===== src/rtl/load_store_unit.sv =====
// Data-side memory stage: sized loads/stores to a word-addressed DMEM,
// sub-word stores by read-modify-write, error detection and a ready/valid stall.
module load_store_unit #(
  parameter int ADDR_W = 10
) (
  input  logic              CLK,
  input  logic              RST,
  input  logic              req_valid,
  output logic              req_ready,
  input  logic              req_we,
  input  logic [2:0]        req_funct3,
  input  logic [31:0]       req_addr,
  input  logic [31:0]       req_wdata,
  output logic              rsp_valid,
  output logic [31:0]       rsp_rdata,
  output logic              rsp_err,
  output logic [ADDR_W-1:0] mem_addr,
  output logic              mem_re,
  output logic              mem_we,
  output logic [31:0]       mem_wdata,
  input  logic [31:0]       mem_rdata
);

  typedef enum logic [2:0] {
    IDLE, LD_REQ, LD_RSP, ST_WR, RMW_RD, RMW_WR, ERR
  } state_t;

  state_t            r_state, w_next;
  logic [2:0]        r_funct3;
  logic [ADDR_W+1:0] r_addr;
  logic [31:0]       r_wdata;
  logic              w_accept;
  logic              w_err;
  logic [7:0]        w_byte;
  logic [15:0]       w_half;
  logic [31:0]       w_load;
  logic [31:0]       w_merge;
  logic              w_unused_addr;

  // Address bits above the DMEM range are dropped, so accesses wrap.
  assign w_unused_addr = ^req_addr[31:ADDR_W+2];

  assign req_ready = (r_state == IDLE);
  assign w_accept  = req_valid & req_ready & ~RST;
  assign mem_addr  = r_addr[ADDR_W+1:2];

  always_comb begin
    w_err = 1'b0;
    if (req_we) w_err = (req_funct3 > 3'b010);
    else        w_err = (req_funct3 == 3'b011) || (req_funct3[2:1] == 2'b11);
    case (req_funct3[1:0])
      2'b01:   if (req_addr[0])          w_err = 1'b1;
      2'b10:   if (req_addr[1:0] != '0)  w_err = 1'b1;
      default: ;
    endcase
  end

  always_ff @(posedge CLK) begin
    if (RST) begin
      r_state  <= IDLE;
      r_funct3 <= '0;
      r_addr   <= '0;
      r_wdata  <= '0;
    end else begin
      r_state <= w_next;
      if (w_accept) begin
        r_funct3 <= req_funct3;
        r_addr   <= req_addr[ADDR_W+1:0];
        r_wdata  <= req_wdata;
      end
    end
  end

  always_comb begin
    w_next = r_state;
    case (r_state)
      IDLE: if (w_accept) begin
        if (w_err)                        w_next = ERR;
        else if (!req_we)                 w_next = LD_REQ;
        else if (req_funct3[1:0] == 2'b10) w_next = ST_WR;
        else                              w_next = RMW_RD;
      end
      LD_REQ:  w_next = LD_RSP;
      RMW_RD:  w_next = RMW_WR;
      default: w_next = IDLE;
    endcase
  end

  always_comb begin
    w_byte = mem_rdata[7:0];
    case (r_addr[1:0])
      2'd1:    w_byte = mem_rdata[15:8];
      2'd2:    w_byte = mem_rdata[23:16];
      2'd3:    w_byte = mem_rdata[31:24];
      default: ;
    endcase
    w_half = r_addr[1] ? mem_rdata[31:16] : mem_rdata[15:0];
    case (r_funct3)
      3'b000:  w_load = {{24{w_byte[7]}}, w_byte};
      3'b100:  w_load = {24'd0, w_byte};
      3'b001:  w_load = {{16{w_half[15]}}, w_half};
      3'b101:  w_load = {16'd0, w_half};
      default: w_load = mem_rdata;
    endcase
  end

  // Sub-word store: keep the read word and overwrite only the addressed lane.
  always_comb begin
    w_merge = mem_rdata;
    if (r_funct3[1:0] == 2'b00) begin
      case (r_addr[1:0])
        2'd0: w_merge[7:0]   = r_wdata[7:0];
        2'd1: w_merge[15:8]  = r_wdata[7:0];
        2'd2: w_merge[23:16] = r_wdata[7:0];
        2'd3: w_merge[31:24] = r_wdata[7:0];
        default: ;
      endcase
    end else if (r_addr[1]) begin
      w_merge[31:16] = r_wdata[15:0];
    end else begin
      w_merge[15:0] = r_wdata[15:0];
    end
  end

  // Strobes and responses are squashed whenever reset is asserted.
  always_comb begin
    rsp_valid = 1'b0;
    rsp_err   = 1'b0;
    rsp_rdata = '0;
    mem_re    = 1'b0;
    mem_we    = 1'b0;
    mem_wdata = '0;
    case (r_state)
      LD_REQ: mem_re = ~RST;
      LD_RSP: begin
        rsp_valid = ~RST;
        rsp_rdata = w_load;
      end
      ST_WR: begin
        mem_we    = ~RST;
        mem_wdata = r_wdata;
        rsp_valid = ~RST;
      end
      RMW_RD: mem_re = ~RST;
      RMW_WR: begin
        mem_we    = ~RST;
        mem_wdata = w_merge;
        rsp_valid = ~RST;
      end
      ERR: begin
        rsp_valid = ~RST;
        rsp_err   = ~RST;
      end
      default: ;
    endcase
  end

endmodule


===== config.mk =====
export PLATFORM = sky130hd
export DESIGN_NAME = load_store_unit
export DESIGN_NICKNAME = d
export VERILOG_FILES = /design/src/rtl/load_store_unit.sv
export SDC_FILE = /design/constraint.sdc
export NUM_CORES = 1
export LEC_CHECK = 0
export CAP_MARGIN = 20
export CORE_MARGIN = 8
export CORE_UTILIZATION = 25
export CTS_CLUSTER_SIZE = 14
export DETAILED_ROUTE_END_ITERATION = 7
export REMOVE_ABC_BUFFERS = 1
export SKIP_CTS_REPAIR_TIMING = 1
export SYNTH_ARGS = -nofsm -noshare
export SYNTH_HDL_FRONTEND = slang
export SYNTH_SLANG_ARGS = --single-unit

===== constraint.sdc =====
create_clock -name CLK -period 1.9 [get_ports CLK]
set_input_delay 0.19 -clock CLK [delete_from_list [all_inputs] [get_ports CLK]]
set_output_delay 0.19 -clock CLK [all_outputs]
set_load 0.02 [all_outputs]

==> run summary, run 1 <==
yosys + openroad results -> status finished, violations left, failing checks setup timing, Flops after synth 50, HPWL Detailed 13.5 mm, Root Driver clkbuf_16, layout cells sized above 1 0.368, Die W approximately 130 um, Critical-path top delay cell or3b_4, total power 4150 uW, Pwr Density 608 mW/mm^2, max incr delay on CP approximately 430 ps, library cell with the largest summed area after synthesis dfxtp_1, First-pass DRT Iterations 5, # setup viols final 60, post-layout period usage 1.13, core area approximately 0.014 sq mm, diodes inserted 0, minimum clock period 2140 ps, routed via count 4,756, GRT overflow 0, Ports ~180, CP delay by family, top AND-OR/OR-AND gates, Wirelength per Cell 19.0 um, setup ws final -239 ps, worst slew pin tran approximately 540 ps, CTS H-Tree Depth 2, Cell Area, Synth 0.00349 sq mm, Post-Route WL 18.0 mm, cell total in the yosys stat output approximately 530, Util after Layout 0.496, YS chip area 0.00349 sq mm, Filler cells 1,385, OpenROAD warning count 47, gpl congestion 0.884, Setup crit end kind primary output, Top-area cell share 0.287, DRC violations left 0, Max Slew Vio Count 0, CTS clk-pin slew, worst paths 70 ps, total track usage 0.185, largest net degree at the start of global routing 48, drt via density 5.01, vias in the first global route 4,665, area grow syn2layout 95.8%, placed cells slightly above 900, relative slew slack 0.643, Syn Inst Count 526
-- run 1: through the flow --
step	area [sq um]	worst slack, ps	hold slack [ps]
after global routing	6830	-290	233
after floorplan	3220	-698	259
final	6830	-239	210
after global placement	5870	-549	443
after CTS	6060	-887	223
after detailed placement	5870	-595	446
-- run 1: state kept, by name, summed over array words and instances (netlist names) --
register and flops:
r_addr 12, r_funct3 3, r_wdata 32, r_state 3
-- run 1: worst register-to-register path: stages (launching register included) --
cell     delay [ps]
dfxtp_1         310
buf_4           150
buf_4           150
nor3_1          340
and2_2          240
buf_12          200
nand2_1         150
a21oi_1         140
-- run 1: where the power goes --
part	switching, uW	internal, uW
Combinational	875	869
Sequential	71.1	1140
Clock	443	758
Total	1390	2760
-- run 1: cell usage after synthesis, drive strengths merged --
cell type	number
nand2	167
a21oi	76
dfxtp	50
buf	30
o21ai	30
clkbuf	21
nor2	20
inv	17
nand3	15
a22o	9
mux2i	9
nand3b	9
nand2b	8
nor3	8
a32o	7
o31ai	7
o22ai	6
a221oi	5
mux2	3
or2	3
a211oi	2
a21o	2
ha	2
nor3b	2
nor4	2
nor4b	2
or3b	2
a21boi	1
and2	1
and3	1
nor2b	1
o2111ai	1
o21a	1
o21ba	1
o221ai	1
o2bb2ai	1
o32ai	1
or4b	1
xnor2	1
-- run 1: per-layer routing --
layer	routed length, um	vias to the layer above	GRT usage
met5	0	-	0
met4	321	0	0.0536
met3	1350	22	0.0497
met2	8580	185	0.302
met1	7760	2269	0.232
li1	-	2280	-
-- run 1: worst paths after layout --
check	endpoint	slack, ps	depth (start not counted)
setup / recovery	rsp_rdata[10]	-240	6
hold / removal	r_addr[1]	210	2
setup reg to reg	r_wdata[23]	150	7
hold reg to reg	r_addr[3]	460	2
-- run 1: area by class of cell --
type | count | area, sq um | share of cell area
clock inverter | 3 | 68.8 | 0.0101
timing repair buffer | 286 | 2750 | 0.402
inverter | 17 | 63.8 | 0.00934
clock buffer | 5 | 125 | 0.0183
multi-input combinational | 408 | 2590 | 0.379
tap | 180 | 225 | 0.0330
sequential | 50 | 1020 | 0.149
-- run 1: cell families (layout without fill, tap and decap cells) --
| family | count (synthesis) | in the layout | synth area share |
|---|---|---|---|
| AND/OR/NAND/NOR | 242 | 242 | 0.302 |
| AND-OR/OR-AND | 151 | 151 | 0.270 |
| buffers and inverters | 68 | 311 | 0.0954 |
| flip-flops | 50 | 50 | 0.287 |
| multiplexers | 12 | 12 | 0.0355 |
| adder cells (fa/ha/maj) | 2 | 2 | 0.00717 |
| XOR/XNOR | 1 | 1 | 0.00251 |
-- run 1: cell usage in the layout, fill, tap and decap left out, drive strengths merged, types with 3 or more instances in the layout --
cell and instances:
a21oi 76, o22ai 6, clkdlybuf4s50 91, nand3 15
o31ai 7, a221oi 5, o21ai 30, buf 180
mux2i 9, inv 17, a22o 9, nor3 8
clkbuf 12, dlymetal6s2s 8, nand3b 9, nand2b 8
or2 3, a32o 7, dfxtp 50, nor2 20
mux2 3, nand2 167
Figure 1. Metal 3 (run 1).
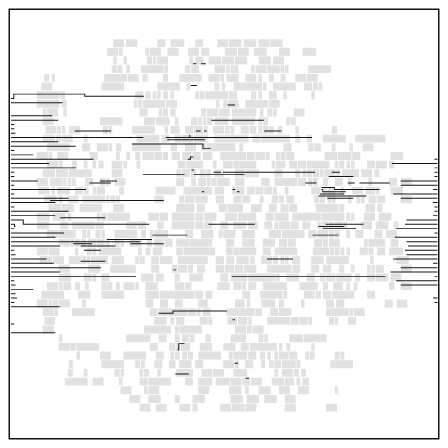
The wires run mostly horizontal. The longest straight run is 47.8 um. 123 nets have wire on it. The layer carries 1,350 um of wire.

Figure 2. Wiring heat map (run 1).
The bar under the picture is 50 um long. The die is cut into 27 by 27 equal tiles; white is low, dark blue is high, scaled to the fullest tile. Values are wire area over tile area, all layers added.
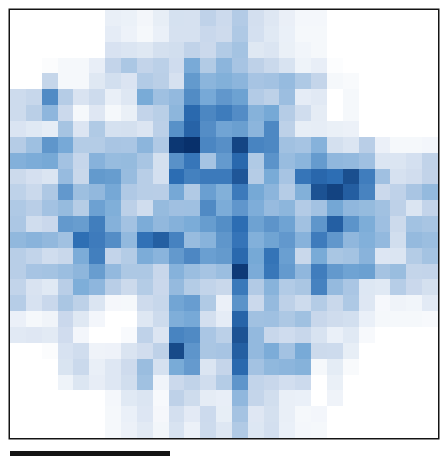
The densest ninth of the die: middle. The emptiest ninth of the die: top right. The fullest tile reaches 0.60. 20% of the tiles are nearly empty. The mean over all tiles is 0.16.

Figure 3. Layout detail (run 1).
Region (47, 47) to (87, 87) um. Cells in grey, sequential cells in the stronger grey; small squares are vias.
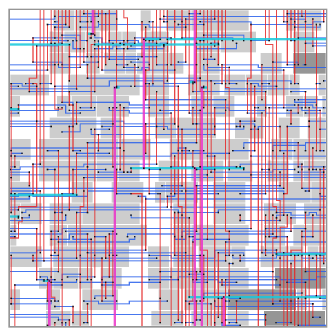
Key: magenta = M4; cyan = M3; red = M2; blue = M1
Sequential cells in the window: 4. 120 logic cells have their middle in the window. Netlist names of flops here include r_funct3 (2). Most frequent: buf_4 (33), buf_6 (11), nand2_1 (8).

Figure 4. Routed clock nets over the placement (run 1).
The bar under the picture is 50 um long.
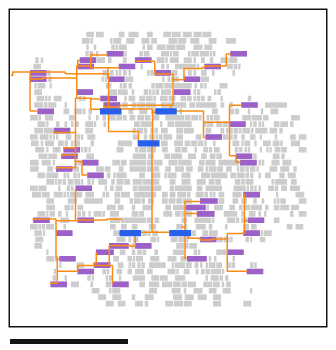
Key: orange = clock wires [length 809 um]; purple = flip-flops [count 50]; blue = clock-net drivers [count 5]
There are 6 routed clock nets.

==> inputs of run 2 (changes only) <==
- CTS_CLUSTER_DIAMETER: unset -> 60
Figure 5. Metal 3 (run 2).
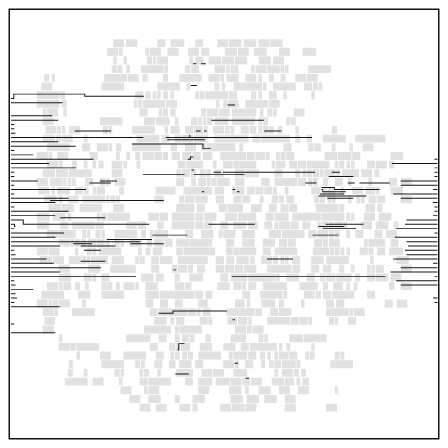
The wires run mostly horizontal. The layer carries 1,350 um of wire. The longest straight run is 47.8 um.

==> run summary, run 2 <==
yosys + openroad results -> gpl congestion 0.884 (unchanged), Largest register FFs 32 (unchanged), layout cells sized above 1 0.368 (unchanged), diodes inserted 0 (unchanged), GRT overflow 0 (unchanged), total power 4150 uW (unchanged), vias in the first global route 4,665 (unchanged), Worst Hold Path EP r_addr[1], First-pass DRT Iterations 5 (unchanged), Syn Inst Count 526 (unchanged), failing checks setup timing, area grow syn2layout 95.8% (unchanged), setup ws final -239 ps (unchanged), # setup viols final 60 (unchanged), Yosys top cell by instances nand2_1, r2r endpoint r_wdata[23], Cell Area, Synth 0.00349 sq mm (unchanged), status finished, violations left, most numerous logic cell after layout nand2_1, worst slew pin tran 536 ps (unchanged), Root Driver clkbuf_16, post-layout period usage 1.13 (unchanged), largest net degree at the start of global routing 48 (unchanged), Dominant Register Cell dfxtp_1
Figure 6. Wiring heat map (run 2).
The bar under the picture is 50 um long. The die is cut into 27 by 27 equal tiles; white is low, dark blue is high, scaled to the fullest tile. Values are wire area over tile area, all layers added.
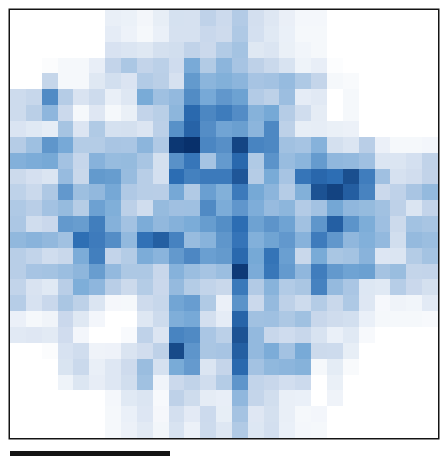
The fullest tile reaches 0.60. The mean over all tiles is 0.16. The densest ninth of the die: middle. 20% of the tiles are nearly empty.

==> run 2: metrics by stage <==
| stage | setup TNS [ps] | cells | worst slack (ps) | util | area (sq um) |
|---|---|---|---|---|---|
| 2_1_floorplan | -42560 | 475 | -698 | - | 3220 |
| 3_3_place_gp | -25770 | 917 | -549 | 0.426 | 5870 |
| 3_5_place_dp | -26510 | 917 | -595 | 0.426 | 5870 |
| 4_1_cts | -46690 | 925 | -887 | 0.440 | 6060 |
| 5_1_grt | -11530 | 949 | -290 | 0.496 | 6830 |
| 6_report | -8280 | 949 | -239 | 0.496 | 6830 |
==> run 2: metal layers <==
metal,share of wire,vias up,routed length [um]
met5,0,-,0
met4,0.018,0,321
met3,0.075,22,1350
met2,0.48,185,8580
met1,0.43,2269,7760
li1,-,2280,-
==> run 2: area by class of cell <==
cell class | count | area, sq um | area share
clock inverters | 3 | 68.8 | 0.0101
repair buffers | 286 | 2750 | 0.402
inverters | 17 | 63.8 | 0.00934
well taps | 180 | 225 | 0.0330
multi-input cells | 408 | 2590 | 0.379
flip-flops and latches | 50 | 1020 | 0.149
clock buffers | 5 | 125 | 0.0183
==> run 2: worst max path at each step <==
stage,startpoint,endpoint,depth (start not counted)
2_1_floorplan,r_addr[1],rsp_rdata[10],4
3_3_place_gp,r_addr[1],rsp_rdata[4],8
3_5_place_dp,mem_rdata[15],rsp_rdata[11],7
4_1_cts,r_funct3[0],rsp_rdata[11],6
5_1_grt,r_funct3[0],rsp_rdata[10],6
6_report,r_funct3[0],rsp_rdata[10],6
==> run 2: worst register-to-register path, cell delays in order (launching register included) <==
cell and delay [ps]:
dfxtp_1 310, buf_4 150, buf_4 150, nor3_1 340, and2_2 240, buf_12 200, nand2_1 150, a21oi_1 140
==> run 2: cells by family (layout without fill, tap and decap cells) <==
logic type | after synthesis | in the layout | synth area share
compound gates | 151 | 151 | 0.270
xor+xnor | 1 | 1 | 0.00251
fa+ha+maj | 2 | 2 | 0.00717
buf+inv | 68 | 311 | 0.0954
flops | 50 | 50 | 0.287
mux | 12 | 12 | 0.0355
simple gates | 242 | 242 | 0.302
==> run 2: power groups by stage <==
stage	registers, uW	clock network (uW)	logic, uW
2_1_floorplan	1260	0	549
3_3_place_gp	1220	0	1420
3_5_place_dp	1220	0	1440
4_1_cts	1200	1230	1450
5_1_grt	1220	1260	1860
6_report	1210	1200	1740
Figure 7. Clock routing (run 2).
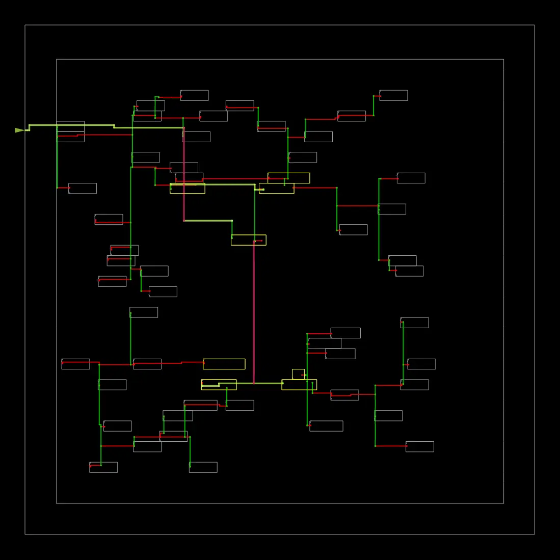

==> inputs of run 3 (changes only) <==
- CTS_CLUSTER_SIZE: 14 -> unset
- REMOVE_ABC_BUFFERS: 1 -> unset
Figure 8. Clock routing (run 3).
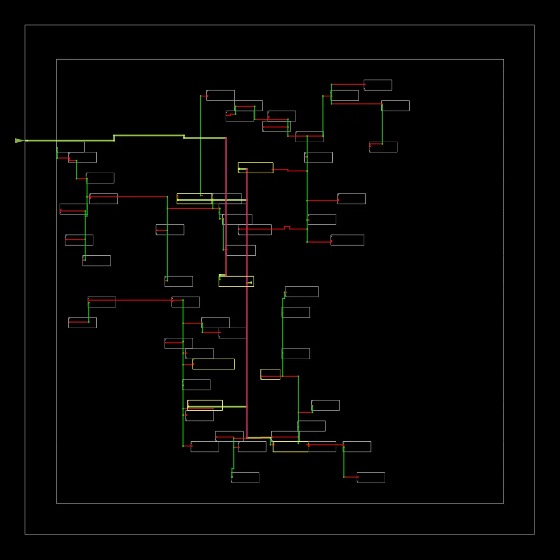
Skew-Pair Late Insertion Delay: 300 ps
Clk. pwr: 1050 uW

Figure 9. Wiring heat map (run 3).
The bar under the picture is 50 um long. The die is cut into 27 by 27 equal tiles; white is low, dark blue is high, scaled to the fullest tile. Values are wire area over tile area, all layers added.
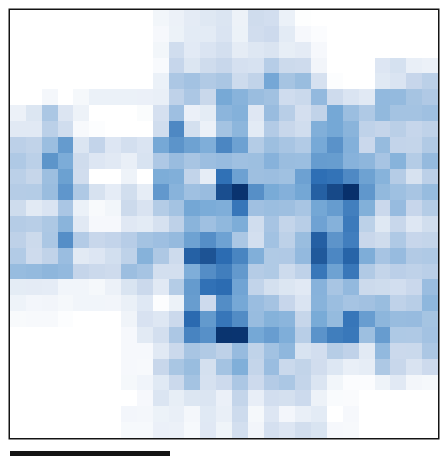
12% of the tiles are over half the peak. 22% of the tiles are nearly empty. The mean over all tiles is 0.16. The emptiest ninth of the die: bottom left. The fullest tile reaches 0.67.

==> run summary, run 3 <==
yosys + openroad results -> status finished, violations left, failing checks setup timing, total power 4050 uW (-2.6%), simple share 0.302 (unchanged), Root Driver clkbuf_16, post-layout period usage 1.17 (+0.0488), Largest register FFs 32 (unchanged), fin area 0.00682 sq mm (-0.24%), diodes inserted 0 (unchanged), Placed Area 0.00575 sq mm (-1.9%), area grow syn2layout 95.4%, core area 0.0138 sq mm, largest net degree at the start of global routing 41 (-15%), Compound Share, Synth 0.270 (unchanged), # setup viols final 59 (-1.7%), layout cells sized above 1 0.379 (+0.0115), Yosys top cell by instances nand2_1, placed cells 901 (-1.7%), Cell Area, Synth 0.00349 sq mm (unchanged), Main logic family simple AND/OR/NAND/NOR gates, gpl congestion 0.850 (-3.9%), setup TNS -9760 ps (-1490 ps), setup ws final -332 ps (-92.8 ps), XORs/XNORs by Area 0.00251 (unchanged), dominant logic cell types in the final layout nand2_1, buf_4, clkdlybuf4s50_1, First-pass DRT Iterations 6 (+1), Finished Layout Cells 931 (-1.9%), mux share 0.0355 (unchanged), Adder Area Share 0.00717 (unchanged), GRT overflow 0 (unchanged), Dominant Register Cell dfxtp_1, worst slew pin tran 441 ps (-95.0 ps)
-- run 3: cell types whose count changed in the layout (fill, tap and decap cells not counted), moves of 3 or more --
cell	delta
buf_4	-21
buf_6	+11
a21oi_4	+6
o21ai_0	-5
dlymetal6s2s_1	-4
nand2_4	-4
nor2_1	-4
o21ai_2	+4
a21oi_1	-3
a21oi_2	-3
a32o_1	-3
a32o_2	+3
nand2_1	+3
-- run 3: cell type report --
| class | instances | area [sq um] | share of cell area |
|---|---|---|---|
| clock inverter | 1 | 30.0 | 0.00440 |
| sequential | 50 | 1020 | 0.149 |
| tap | 180 | 225 | 0.0330 |
| multi-input combinational | 408 | 2710 | 0.398 |
| inverter | 17 | 67.6 | 0.00991 |
| clock buffer | 6 | 139 | 0.0204 |
| timing repair buffer | 269 | 2630 | 0.386 |
-- run 3: power groups by stage --
| stage | registers, uW | logic (uW) | clock network [uW] |
|---|---|---|---|
| final | 1220 | 1780 | 1050 |
| after global routing | 1230 | 1910 | 1110 |
| after CTS | 1200 | 1400 | 1080 |
| after detailed placement | 1230 | 1390 | 0 |
| after global placement | 1220 | 1380 | 0 |
| after floorplan | 1200 | 700 | 0 |
-- run 3: cells by family (layout without fill, tap and decap cells) --
family | after synthesis | in the layout
AOI/OAI and AO/OA | 151 | 151
xor gates and xnor gates | 1 | 1
and+or+nand+nor | 242 | 242
DFF | 50 | 50
buffers and inverters | 68 | 293
muxes | 12 | 12
adders and majority gates | 2 | 2
-- run 3: final timing paths --
check | start | to | cells after the start
setup / recovery | r_funct3[0] | rsp_rdata[19] | 7
hold / removal | RST | r_funct3[2] | 3
setup reg to reg | r_state[0] | r_addr[1] | 6
hold reg to reg | r_wdata[16] | r_wdata[16] | 2
-- run 3: stage by stage --
| step | util | worst slack [ps] | hold WS, ps |
|---|---|---|---|
| global route | 0.495 | -393 | 283 |
| global placement | 0.418 | -449 | 442 |
| detailed placement | 0.418 | -492 | 451 |
| CTS | 0.430 | -800 | 268 |
| finish | 0.495 | -332 | 274 |
| floorplan | - | -66.3 | 326 |
-- run 3: metal layers --
metal	GRT usage	up-vias	share of wire
met3	0.0580	31	0.092
met1	0.213	2159	0.41
li1	-	2245	-
met4	0.0493	0	0.033
met5	0	-	0
met2	0.281	200	0.46
-- run 3: worst min-delay path: stages --
cell and delay (ps):
buf_2 100, buf_4 180, a21oi_1 50
Power figures rest on the tool's default switching activity, not on a simulated workload.
